===== src/rtl/uart_rx_buzzer_feeder_pkg.sv =====
// Shared definitions for the UART receiver that feeds the buzzer interface FIFO:
// FSM encoding, default bit period and 8N1 frame constants.
package uart_rx_buzzer_feeder_pkg;

  typedef enum logic [2:0] {
    IDLE  = 3'd0,
    START = 3'd1,
    DATA  = 3'd2,
    STOP  = 3'd3,
    PUSH  = 3'd4,
    BREAK = 3'd5
  } rx_state_e;

  // 50 MHz system clock at 9600 baud.
  localparam int DEFAULT_BAUD_DIV = 5208;

  localparam int   DATA_BITS  = 8;
  localparam logic STOP_LEVEL = 1'b1;

endpackage


===== src/rtl/uart_rx_buzzer_feeder_sync.sv =====
// Multi-stage synchroniser for the asynchronous RX pin; resets to the idle-high
// line level so a reset never looks like a start bit.
module uart_rx_sync #(
  parameter int SYNC_STAGES = 2
) (
  input  logic clk,
  input  logic rst_n,
  input  logic rx,
  output logic rx_s
);

  logic [SYNC_STAGES-1:0] sync_q;

  always_ff @(posedge clk) begin
    if (!rst_n) begin
      sync_q <= '1;
    end else begin
      sync_q <= {sync_q[SYNC_STAGES-2:0], rx};
    end
  end

  assign rx_s = sync_q[SYNC_STAGES-1];

endmodule


===== src/rtl/uart_rx_buzzer_feeder.sv =====
// 8N1 UART receiver that writes each good byte into the buzzer interface FIFO,
// flagging bytes dropped on a full FIFO or a bad stop bit.
module uart_rx_buzzer_feeder
  import uart_rx_buzzer_feeder_pkg::*;
#(
  parameter int BAUD_DIV    = DEFAULT_BAUD_DIV,
  parameter int SYNC_STAGES = 2
) (
  input  logic                 CLK,
  input  logic                 RSTn,
  input  logic                 RX_Pin_In,
  input  logic                 Full_Sig,
  output logic                 Write_Req_Sig,
  output logic [DATA_BITS-1:0] FIFO_Write_Data,
  output logic                 Overrun_Sig,
  output logic                 Frame_Err_Sig
);

  localparam int CNT_W = $clog2(BAUD_DIV);
  localparam int BIT_W = $clog2(DATA_BITS);

  localparam logic [CNT_W-1:0] HALF_LIMIT = CNT_W'(BAUD_DIV / 2 - 1);
  localparam logic [CNT_W-1:0] FULL_LIMIT = CNT_W'(BAUD_DIV - 1);
  localparam logic [BIT_W-1:0] LAST_BIT   = BIT_W'(DATA_BITS - 1);

  logic                 rx_s;
  rx_state_e            state;
  rx_state_e            state_next;
  logic [CNT_W-1:0]     baud_cnt;
  logic [BIT_W-1:0]     bit_cnt;
  logic [DATA_BITS-1:0] shift_reg;

  logic baud_done;
  logic shift_en;
  logic load_data;
  logic set_overrun;
  logic set_frame_err;

  uart_rx_sync #(
    .SYNC_STAGES(SYNC_STAGES)
  ) u_sync (
    .clk  (CLK),
    .rst_n(RSTn),
    .rx   (RX_Pin_In),
    .rx_s (rx_s)
  );

  // NOTE: sequential state uses non-blocking assignments so every flop samples
  // the pre-edge values of the others, independent of statement order.
  always_ff @(posedge CLK) begin
    if (!RSTn) begin
      state <= IDLE;
    end else begin
      state <= state_next;
    end
  end

  // NOTE: every signal driven here gets a default first; a path that leaves
  // one unassigned would infer a latch.
  always_comb begin
    state_next    = state;
    baud_done     = 1'b0;
    shift_en      = 1'b0;
    load_data     = 1'b0;
    set_overrun   = 1'b0;
    set_frame_err = 1'b0;

    case (state)
      IDLE: begin
        if (!rx_s) state_next = START;
      end
      // Half a bit in, so every later sample lands mid-bit; a high level here
      // means the falling edge was noise.
      START: begin
        baud_done = (baud_cnt == HALF_LIMIT);
        if (baud_done) state_next = rx_s ? IDLE : DATA;
      end
      DATA: begin
        baud_done = (baud_cnt == FULL_LIMIT);
        if (baud_done) begin
          shift_en = 1'b1;
          if (bit_cnt == LAST_BIT) state_next = STOP;
        end
      end
      STOP: begin
        baud_done = (baud_cnt == FULL_LIMIT);
        if (baud_done) begin
          if (rx_s == STOP_LEVEL) begin
            if (Full_Sig) begin
              set_overrun = 1'b1;
              state_next  = IDLE;
            end else begin
              load_data  = 1'b1;
              state_next = PUSH;
            end
          end else begin
            set_frame_err = 1'b1;
            state_next    = BREAK;
          end
        end
      end
      PUSH: begin
        state_next = IDLE;
      end
      // A line held low after a bad stop bit must not be re-read as frames.
      BREAK: begin
        if (rx_s == STOP_LEVEL) state_next = IDLE;
      end
      default: begin
        state_next = IDLE;
      end
    endcase
  end

  always_ff @(posedge CLK) begin
    if (!RSTn) begin
      baud_cnt        <= '0;
      bit_cnt         <= '0;
      shift_reg       <= '0;
      FIFO_Write_Data <= '0;
      Overrun_Sig     <= 1'b0;
      Frame_Err_Sig   <= 1'b0;
    end else begin
      Overrun_Sig   <= set_overrun;
      Frame_Err_Sig <= set_frame_err;

      // Counter only runs in the timed states and restarts on every entry.
      if (!(state inside {START, DATA, STOP}) || (state_next != state) || baud_done) begin
        baud_cnt <= '0;
      end else begin
        baud_cnt <= baud_cnt + CNT_W'(1);
      end

      if (state != DATA) begin
        bit_cnt <= '0;
      end else if (shift_en) begin
        bit_cnt <= bit_cnt + BIT_W'(1);
      end

      if (shift_en) shift_reg <= {rx_s, shift_reg[DATA_BITS-1:1]};
      if (load_data) FIFO_Write_Data <= shift_reg;
    end
  end

  assign Write_Req_Sig = (state == PUSH);

endmodule


===== config.mk =====
export PLATFORM = sky130hd
export DESIGN_NAME = uart_rx_buzzer_feeder
export DESIGN_NICKNAME = d
export VERILOG_FILES = /design/src/rtl/uart_rx_buzzer_feeder_pkg.sv /design/src/rtl/uart_rx_buzzer_feeder_sync.sv /design/src/rtl/uart_rx_buzzer_feeder.sv
export SDC_FILE = /design/constraint.sdc
export NUM_CORES = 1
export LEC_CHECK = 0
export ABC_AREA = 0
export CAP_MARGIN = 20
export CORE_AREA = 5 5 60 62
export DETAILED_ROUTE_END_ITERATION = 7
export DIE_AREA = 0 0 65 67
export PLACE_DENSITY = 0.79
export SLEW_MARGIN = 20
export SYNTH_ARGS = -nofsm -noshare
export SYNTH_HDL_FRONTEND = slang
export SYNTH_SLANG_ARGS = --single-unit
export TNS_END_PERCENT = 50

===== constraint.sdc =====
create_clock -name CLK -period 4.5 [get_ports CLK]
set_clock_uncertainty 0.05 [all_clocks]
set_input_delay 0.675 -clock CLK [delete_from_list [all_inputs] [get_ports CLK]]
set_output_delay 0.675 -clock CLK [all_outputs]
set_load 0.005 [all_outputs]

==> results_dict.tcl, run 1 <==
# collected from the flow reports
set metrics [dict create \
    cp-start-kind "primary input" \
    first_global_vias 1197 \
    comb_area_share_pct 45.1 \
    dr_total_vias 1268 \
    leakage_nw 0.751 \
    p_seq_share_pct 59.0 \
    routed_via_density 5.74 \
    crit_type "primary input to flop" \
    netlist_top_cells_count "39 x dfxtp_1, 19 x nand2_1, 18 x mux2i_1, 18 x nor2_1, 10 x nand3_1" \
    grt_usage_pct 16.4 \
    grt.met2_usage_pct 27.1 \
    xor_area_share_pct 6.69 \
    final_cells 221 \
    port_buffers 14 \
    use_met3_pct 4.38 \
    totalWireLength_mm 3.19 \
    yosysTopAreaCellShare_pct 45.9 \
    grt.busiest_layer "met2" \
    seq_area_share_pct 40.8 \
    lay_top_count "dfxtp_1" \
    dp_hpwl_mm 2.29 \
    timing.final.crit_share_pct 56.2 \
    final-clk-cell-share_pct 4.25 \
    place_area_um2 1830 \
    n_all_buffers 14 \
    h-tree-depth 2 \
    clockRootBuffer "clkbuf_4" \
    hold_violations 0 \
    area_growth_pct 12.5 \
    comb_cells 125 \
    worstPathArrival_ns 2.76 \
    fillers 249 \
    cap_violations 0 \
    crit_chain "clkdlybuf4s50_1 > nand2b_1 > or4b_2 > o21ai_0" \
    powerComb_uw 11.5 \
    outcome "completed" \
    critPathMaxStageDelay_ns 1.00 \
    drc_errors 0 \
    adder_share_pct 2.21 \
    period_minus_slack_ns 2.53 \
    min_path_cells 1 \
    avgSynthCellArea_um2 9.84 \
    simple_gate_share_pct 28.1 \
]
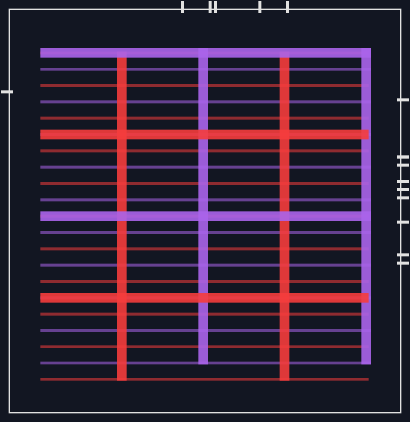
run_1/power_grid.png
(6 px per um) Pins as bars on the die edge.
[purple] VDD
[red] VSS
met5 straps: 4
met1 rails: 21
rows: 20
met4 straps: 4
signal pins: 15
Max VDD drop: 0.000193 V
Die H: 67 um
Die Wd: 65 um
Core Footprint: 2980 um^2

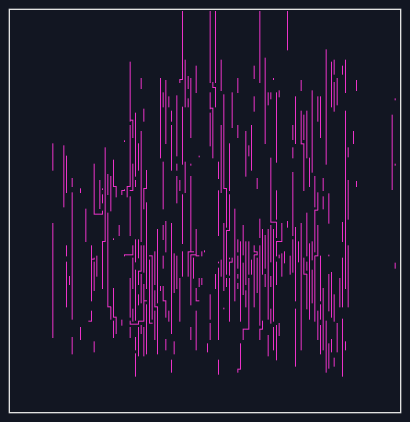
run_1/layer_met2.png
(6 px per um)
wire length on this layer: 1560 um
share of all routed wire: 49%
main direction: vertical
longest straight run: 29.6 um

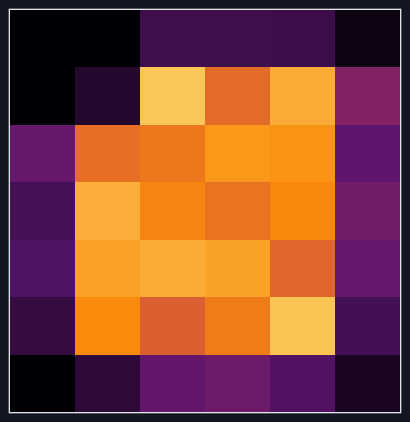
run_1/cell_density.png
(6 px per um) The die is cut into 6 by 7 equal tiles; black is low, pale yellow is high, 0 to 100% covered.
densest ninth of the die: centre
fullest tile: 88%
mean over tiles: 43%
tiles over 75% full: 21%
nearly empty tiles: 9.5%
Util after Layout: 64.3%
Core Util at FP: 57.1%

run_1/flops_by_reg.png
(6 px per um) Other sequential cells in the stronger grey, the rest of the logic in the fainter grey.
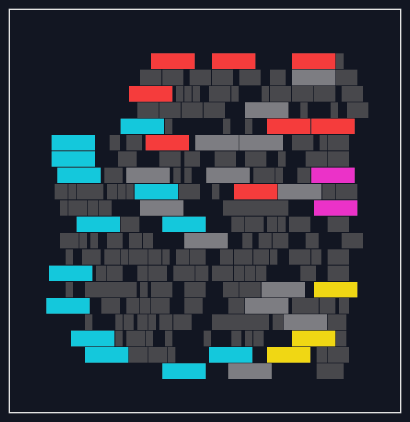

## Run 2: what changed since run 1
--- a/config.mk
+++ b/config.mk
@@ -7,10 +7,10 @@
 export LEC_CHECK = 0
 export ABC_AREA = 0
 export CAP_MARGIN = 20
-export CORE_AREA = 5 5 60 62
+export CORE_AREA = 5 5 65 67
 export DETAILED_ROUTE_END_ITERATION = 7
-export DIE_AREA = 0 0 65 67
-export PLACE_DENSITY = 0.79
+export DIE_AREA = 0 0 70 72
+export PLACE_DENSITY = 0.71
 export SLEW_MARGIN = 20
 export SYNTH_ARGS = -nofsm -noshare
 export SYNTH_HDL_FRONTEND = slang
==> constraint.sdc (replaced) <==
create_clock -name CLK -period 2.3 [get_ports CLK]
set_clock_uncertainty 0.05 [all_clocks]
set_input_delay 0.345 -clock CLK [delete_from_list [all_inputs] [get_ports CLK]]
set_output_delay 0.345 -clock CLK [all_outputs]
set_load 0.005 [all_outputs]
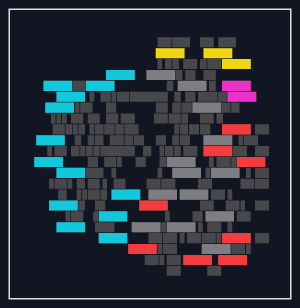
run_2/flops_by_reg.png
(4 px per um) Other sequential cells in the stronger grey, the rest of the logic in the fainter grey.
[yellow] `bit_cnt` | sequential cells: 3
[red] `FIFO_Write_Data` | sequential cells: 8
[magenta] `u_sync.sync_q` | sequential cells: 2
[cyan] `baud_cnt` | sequential cells: 13

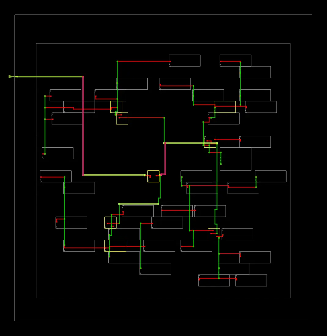
run_2/clocks.png
clock sinks: 39
flop count: 39
clk pwr: 392 uW
clock buffers: 7

==> results_dict.tcl, run 2 <==
# collected from the flow reports
set metrics [dict create \
    adder_share_pct 2.21 \
    core_area_um2 3580 \
    die_w_um 70 \
    port_buffers 14 \
    simple_gate_share_pct 28.1 \
    fp-utilization_pct 47.6 \
    die_h_um 72 \
    yosysTopAreaCellShare_pct 45.9 \
    comb_cells 125 \
    antenna_found_initial 0 \
    dominant_cells "multi-input combinational cells" \
    cts_resized 0 \
    drt-pass1-iter-count 4 \
    dp_hpwl_mm 2.21 \
    seq_area_share_pct 40.4 \
    cap_violations 0 \
    crit_type "flop to primary output" \
    hold_violations 0 \
    grt_usage_pct 13.3 \
    area_leaders "dfxtp_1 46%, mux2i_1 11%, nand2_1 4.2%" \
    finish.instance_area_um2 1930 \
    num_io_pins 15 \
    power_mw 1.10 \
    crit_chain "nor3b_1 > clkdlybuf4s50_1" \
    leakage_nw 0.748 \
    final_cells 237 \
    n_all_buffers 15 \
    period_minus_slack_ns 2.03 \
    use_met3_pct 4.71 \
    yosys_warnings 0 \
    finalSetupViolations 0 \
    comb_power_share_pct 2.2 \
    clockRootBuffer "clkbuf_4" \
    totalWireLength_mm 3.06 \
    p_seq_share_pct 62.2 \
    hp-start "u_sync.sync_q[0]$_SDFF_PN1_" \
    insertion_delay_ns 0.34 \
    min_path_cells 1 \
    outcome "completed" \
    yosysSeqAreaShare_pct 45.9 \
    h-tree-depth 2 \
    area_growth_pct 13.5 \
    grt.busiest_layer "met2" \
    dr_wl_met3_um 143 \
    report.final.slew_viol_count 0 \
    drt-met1-wl_mm 1.39 \
    final-clk-cell-share_pct 3.76 \
    fillers 336 \
    grt.met2_usage_pct 21.8 \
    wl_met2_mm 1.49 \
    cp-start-kind "flop" \
    nNonClkInverters 2 \
    powerComb_uw 23.9 \
    routed.top_layer "met4" \
    lay_top_count "dfxtp_1" \
    critPathMaxStageDelay_ns 0.54 \
    place_area_um2 1860 \
    postLayoutCoreUtil_pct 54.0 \
    overflow 0 \
    worst_slew_pin_slew_ns 0.679 \
    synth_cell_types 37 \
    timing.rr.start "baud_cnt[0]$_SDFF_PP0_" \
    xor_area_share_pct 6.69 \
    comb_area_share_pct 44.7 \
    warnings 26 \
    vdd_drop_max_v 0.000300 \
    avgSynthCellArea_um2 9.84 \
    powerSeq_uw 684 \
    first_global_vias 1208 \
    num-nets-final 195 \
    netlist_top_cells_count "39 x dfxtp_1, 19 x nand2_1, 18 x mux2i_1, 18 x nor2_1, 10 x nand3_1" \
    worstPathArrival_ns 1.63 \
    dr_total_vias 1251 \
    drc_errors 0 \
    timing.final.crit_share_pct 88.0 \
    routed_via_density 5.28 \
]
Power is estimated from default activity; no workload was simulated.
